File: config.mk
export PLATFORM = sky130hd
export DESIGN_NAME = seq_divider_flat
export DESIGN_NICKNAME = d
export VERILOG_FILES = /design/src/rtl/seq_divider_if.sv /design/src/rtl/seq_divider.sv /design/src/flat_wrapper.sv
export SDC_FILE = /design/constraint.sdc
export NUM_CORES = 1
export LEC_CHECK = 0
export CAP_MARGIN = 20
export CORE_MARGIN = 5
export CORE_UTILIZATION = 38
export CTS_CLUSTER_SIZE = 16
export DETAILED_ROUTE_END_ITERATION = 8
export PLACE_DENSITY = 0.67
export SLEW_MARGIN = 30
export SYNTH_ARGS = -nofsm -noshare
export SYNTH_HDL_FRONTEND = slang
export SYNTH_SLANG_ARGS = --single-unit
File: constraint.sdc
create_clock -name clk -period 4.63 [get_ports clk]
set_input_delay 1.1575 -clock clk [delete_from_list [all_inputs] [get_ports clk]]
set_output_delay 1.1575 -clock clk [all_outputs]
set_load 0.05 [all_outputs]
File: src/rtl/seq_divider_if.sv
// Start/busy/done handshake and result bus between the control unit and seq_divider.
interface seq_divider_if #(parameter int WIDTH = 32);
  logic             start;
  logic [WIDTH-1:0] a;
  logic [WIDTH-1:0] b;
  logic             Unsigned;
  logic             busy;
  logic             done;
  logic [WIDTH-1:0] Quotient;
  logic [WIDTH-1:0] Remainder;
  logic             div_by_zero;

  modport master (
    output start, a, b, Unsigned,
    input  busy, done, Quotient, Remainder, div_by_zero
  );

  modport slave (
    input  start, a, b, Unsigned,
    output busy, done, Quotient, Remainder, div_by_zero
  );
endinterface

File: src/rtl/seq_divider.sv
// Iterative radix-2 restoring divider on operand magnitudes with sign fix-up,
// signed or unsigned, one quotient bit per cycle.
module seq_divider #(
  parameter int WIDTH = 32
) (
  input  logic         clk,
  input  logic         reset,
  seq_divider_if.slave bus
);

  localparam int CW = $clog2(WIDTH) + 1;
  localparam logic [CW-1:0] LAST = CW'(WIDTH - 1);

  typedef enum logic [1:0] {IDLE, RUN, FIX, DONE} state_t;

  state_t           state, next_state;
  logic [CW-1:0]    count;
  logic [WIDTH:0]   rem;
  logic [WIDTH-1:0] quot;
  logic [WIDTH-1:0] mag_b;
  logic             sign_a, sign_b;
  logic             done_q;
  logic [WIDTH-1:0] quotient, remainder;
  logic             dbz;

  logic             in_sign_a, in_sign_b;
  logic [WIDTH-1:0] in_mag_a, in_mag_b;
  logic [WIDTH+1:0] shifted, trial;
  logic             trial_neg;

  always_ff @(posedge clk) begin
    if (!reset) state <= IDLE;
    else        state <= next_state;
  end

  // DONE lasts two cycles: the first registers done_q, the second shows the pulse.
  always_comb begin
    next_state = state;
    case (state)
      IDLE: if (bus.start) next_state = (bus.b == '0) ? DONE : RUN;
      RUN:  if (count == LAST) next_state = FIX;
      FIX:  next_state = DONE;
      DONE: if (done_q) next_state = IDLE;
      default: next_state = IDLE;
    endcase
  end

  always_comb begin
    in_sign_a = ~bus.Unsigned & bus.a[WIDTH-1];
    in_sign_b = ~bus.Unsigned & bus.b[WIDTH-1];
    in_mag_a  = in_sign_a ? -bus.a : bus.a;
    in_mag_b  = in_sign_b ? -bus.b : bus.b;
    shifted   = {rem, quot[WIDTH-1]};
    trial     = shifted - {2'b00, mag_b};
    trial_neg = trial[WIDTH+1];
  end

  always_ff @(posedge clk) begin
    if (!reset) begin
      count     <= '0;
      rem       <= '0;
      quot      <= '0;
      mag_b     <= '0;
      sign_a    <= 1'b0;
      sign_b    <= 1'b0;
      done_q    <= 1'b0;
      quotient  <= '0;
      remainder <= '0;
      dbz       <= 1'b0;
    end else begin
      case (state)
        IDLE: begin
          if (bus.start) begin
            sign_a <= in_sign_a;
            sign_b <= in_sign_b;
            quot   <= in_mag_a;
            mag_b  <= in_mag_b;
            rem    <= '0;
            count  <= '0;
            dbz    <= 1'b0;
            if (bus.b == '0) begin
              quotient  <= '0;
              remainder <= bus.a;
              dbz       <= 1'b1;
            end
          end
        end
        RUN: begin
          rem   <= trial_neg ? shifted[WIDTH:0] : trial[WIDTH:0];
          quot  <= {quot[WIDTH-2:0], ~trial_neg};
          count <= count + 1'b1;
        end
        // Remainder follows the dividend's sign so the quotient truncates toward zero.
        FIX: begin
          quotient  <= (sign_a ^ sign_b) ? -quot : quot;
          remainder <= sign_a ? -rem[WIDTH-1:0] : rem[WIDTH-1:0];
        end
        DONE: done_q <= ~done_q;
        default: ;
      endcase
    end
  end

  assign bus.busy        = (state != IDLE);
  assign bus.done        = done_q;
  assign bus.Quotient    = quotient;
  assign bus.Remainder   = remainder;
  assign bus.div_by_zero = dbz;

endmodule

File: src/flat_wrapper.sv
// flat-port wrapper written by rule: the top's interface ports become plain ports
module seq_divider_flat 
#(
  parameter int WIDTH = 32
)
  (clk, reset, bus_start, bus_a, bus_b, bus_Unsigned, bus_busy, bus_done, bus_Quotient, bus_Remainder, bus_div_by_zero);
  seq_divider_if #(.WIDTH(WIDTH)) bus_i ();
  input  logic clk;
  input  logic reset;
  input wire logic [$bits(bus_i.start)-1:0] bus_start;
  input wire logic [$bits(bus_i.a)-1:0] bus_a;
  input wire logic [$bits(bus_i.b)-1:0] bus_b;
  input wire logic [$bits(bus_i.Unsigned)-1:0] bus_Unsigned;
  output wire logic [$bits(bus_i.busy)-1:0] bus_busy;
  output wire logic [$bits(bus_i.done)-1:0] bus_done;
  output wire logic [$bits(bus_i.Quotient)-1:0] bus_Quotient;
  output wire logic [$bits(bus_i.Remainder)-1:0] bus_Remainder;
  output wire logic [$bits(bus_i.div_by_zero)-1:0] bus_div_by_zero;
  assign bus_i.start = bus_start;
  assign bus_i.a = bus_a;
  assign bus_i.b = bus_b;
  assign bus_i.Unsigned = bus_Unsigned;
  assign bus_busy = bus_i.busy;
  assign bus_done = bus_i.done;
  assign bus_Quotient = bus_i.Quotient;
  assign bus_Remainder = bus_i.Remainder;
  assign bus_div_by_zero = bus_i.div_by_zero;
  seq_divider #(.WIDTH(WIDTH)) u_core (.clk(clk), .reset(reset), .bus(bus_i));
endmodule
### Close-up of the layout

Region (80, 43) to (105, 68) µm. Cells in gray, sequential cells in the stronger gray; small squares are vias.
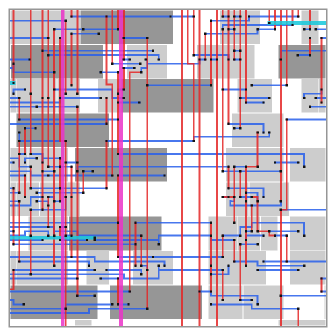
- magenta: metal 4
- blue: metal 1
- cyan: metal 3
- red: metal 2
- netlist names of flops here include: `u_core.rem` (8), `u_core.bus.Remainder` (1)
- most frequent: dfxtp_1 (9), o21ai_0 (7)
- sequential cells in the window: 9
- cells with their middle in the window: 40

### Sequential cells grouped by signal name

Scale: 1.5 px per µm. Other sequential cells in the stronger gray, the rest of the logic in the fainter gray.
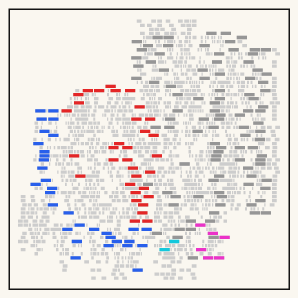
- magenta: `u_core.count` (placed flops 6; where lower right)
- blue: `u_core.mag_b` (placed flops 32)
- red: `u_core.rem` (placed flops 33; where center)
- cyan: `u_core.state` (placed flops 2)
- not colored: 100

### Pin map

Scale: 2 px per µm. Pins as bars across the die edge, other pins in gray.
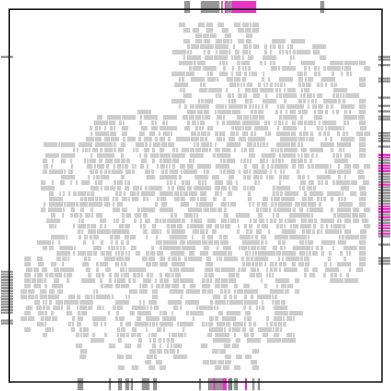
- magenta: `bus_a` (pins 32; direction input; edge 14 top, 13 right, 5 bottom)
- green: `bus_busy` (pins 1; direction output; edge bottom)
- all pins by edge: 50 right, 33 top, 33 bottom, 19 left

==> results.cfg <==
; generated from flow reports
[grt]
grt_pass1_wl_mm = 54.96
globalRouteMet3Util = 0.02931
globalRoute.busiestLayer = met2
first_global_vias = 10570
initial_antenna_violation_count = 0
met2_usage = 0.3296
global_route_total_overflow = 0
maximum_number_of_pins_on_one_net_before_global_route_repair = 92

[setup_path]
critical_path.reg2reg.startpoint = u_core.quot[31]
worst_ep_arrival_time_ns = 3.91
slowest_cell_on_the_critical_path = sky130_fd_sc_hd__or4_4
end_kind = flip-flop
worst_setup_path_start_kind = primary input
path_class = primary input to flip-flop
endpoint = u_core.bus.Remainder[30]
r2r.worst_path.cells = 12
critical_path_depth = 9
crit_path_cell_trace = clkdlybuf4s50_1, or4_4, or3_4, nor3_2, and3_4, nand2_4, o21ai_4, nand2_1, o21ai_0
worst_path_largest_cell_delay_ns = 0.56
critical_path.startpoint = bus_b[8]
worst_r2r_endpoint = u_core.rem[32]
setup.reg_to_reg.worst_slack_ns = 1.32
timing.critical_path.max_delay_family = simple AND/OR/NAND/NOR gates
worst-path-max-fanout = 35
cp_data_required_time_ns = 5.00

[timing]
worst_hold_slack_ns = 0.4537
timing_worst_slew_pin_value_ns = 0.9824
final_min_period_over_clock_period = 0.7646
tns_ns = 0
max_clock_freq_ghz = 0.2825
timing.slew.headroom = 0.3451
unrepaired_setup_endpoints_after_global_routing = false
final_count_of_pins_violating_max_slew = 0
skew_ns = 0.01414

[placed_design]
dp_slack_ns = 0.5898
place_congestion = 0.9157
placement.io_buffers = 134
detailed_placement_wirelength_estimate_mm = 25.63
place_area_um2 = 13270

[logic_synthesis]
enable_flop_cells = 0
synth_sequential_area_ratio = 0.2955
most_common_cell = sky130_fd_sc_hd__nand2_1
synth.yosys.num_cells = 1524
synth_simple_gate_area_share = 0.2169
top_cells_by_count = sky130_fd_sc_hd__nand2_1, sky130_fd_sc_hd__dfxtp_1, sky130_fd_sc_hd__a21oi_1, sky130_fd_sc_hd__nor2_1, sky130_fd_sc_hd__o21ai_0
yosys_area_um2 = 11720
yosysTopAreaCellShare = 0.2955
synth_flops = 173
synthDistinctLibCells = 84
gate_count_post_synth = 1524
synth_xor_xnor_area_share = 0.1099
asyncSetResetFlopFracSynth = 0
synth.yosys.warnings = 0
top_logic_kind = AND-OR/OR-AND gates
area_leaders = sky130_fd_sc_hd__dfxtp_1, sky130_fd_sc_hd__a21oi_1, sky130_fd_sc_hd__nand2_1, sky130_fd_sc_hd__xnor2_1, sky130_fd_sc_hd__xor2_1
syn-mean-instance-area_um2 = 7.690
yosys.area.top_type = sky130_fd_sc_hd__dfxtp_1
aoi_share = 0.2526

[cells_and_area]
finalNetCount = 1709
multi_input_comb_area_um2 = 7619
drive_gt1_frac = 0.07320
fin_area_um2 = 13900
largest_register = u_core.rem
flop_area_um2 = 3463
layout.non_clock_inverters = 57
nonClkBufAreaFrac = 0.1069
ff_count = 173
clock_tree_area_fraction = 0.04457
seq_area_frac = 0.2492
area_growth_syn_to_layout_pct = 18.58
postLayoutCoreUtil = 0.4555
nClkBuffers = 17
antenna-diode-count = 0
fill_count = 3019

[cts]
cts-buffers-inserted = 17
ctsResizeCount = 0
clk_root_buffer_cell = sky130_fd_sc_hd__clkbuf_16
clkLatencyLatePin_ns = 0.44
holdBufCountCts = 0
max-clock-path-buffers = 2
cts_setup_buffers = 0
clock_tree.htree_level_count = 4
tritoncts_num_sinks = 173

[pwr]
swShare = 0.4424
power_density_nw_per_um2 = 455.9
vdd_ir_drop_max_uv = 292.0
intPower_mw = 3.533
clockNetworkPower_mw = 1.51
total_power_mw = 6.336
maxPowerGroup = combinational logic
power_leakage_nw = 4.997
share_comb_of_total_power = 0.458
seqPwrFrac = 0.304
pg_seq_mw = 1.93
power_frac_clock = 0.238
power_dissipated_in_combinational_cells_mw = 2.90
power.switching_mw = 2.803

[drt]
routed-via-count = 11170
topRoutingLayerUsed = met4
wl_mm = 33.98
detailroute.wirelength.met3_mm = 1.879
drt_pre_antenna_iters = 6
m1WireLength_mm = 14.98
via_per_inst = 5.560
detail_route.wl_per_cell_um = 16.92
number_of_design_rule_violations_left_after_detail_routing = 0
detail_route.iter0.violations = 864
met2_wirelength_mm = 16.17

[floorplan]
vertical_die_dimension_um = 185.6
rows = 64
design.core.area_um2 = 30510
die_width_um = 185.6
well_tap_count = 396
die_area_um2 = 34450
top_level_ports = 135

[min_path]
hold_path_start = u_core.bus.Quotient[15]
whs_path_depth = 2
min_path_type = flip-flop to flip-flop
worst_hold_path.endpoint = u_core.bus.Quotient[15]

[flow_run]
tool_warnings = 29
drv.max_cap_violation_count = 0

[status]
outcome = completed
### Gate-type map

Scale: 1.5 px per µm.
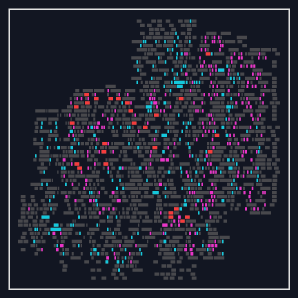
- magenta: nand cells (cells 271)
- red: mux cells (cells 27)
- cyan: nor cells (cells 208; where spread over the die)
fraction of area in multi-input gates: 0.5482
non-filler instance count after layout: 2008
most common cell after layout, fill and taps aside: sky130_fd_sc_hd__nand2_1

### Track usage over the die

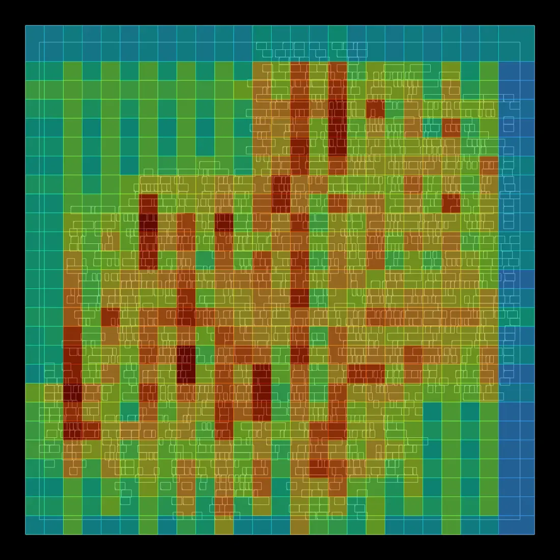
routing usage on met1: 0.2537
total global-route track usage: 0.1943

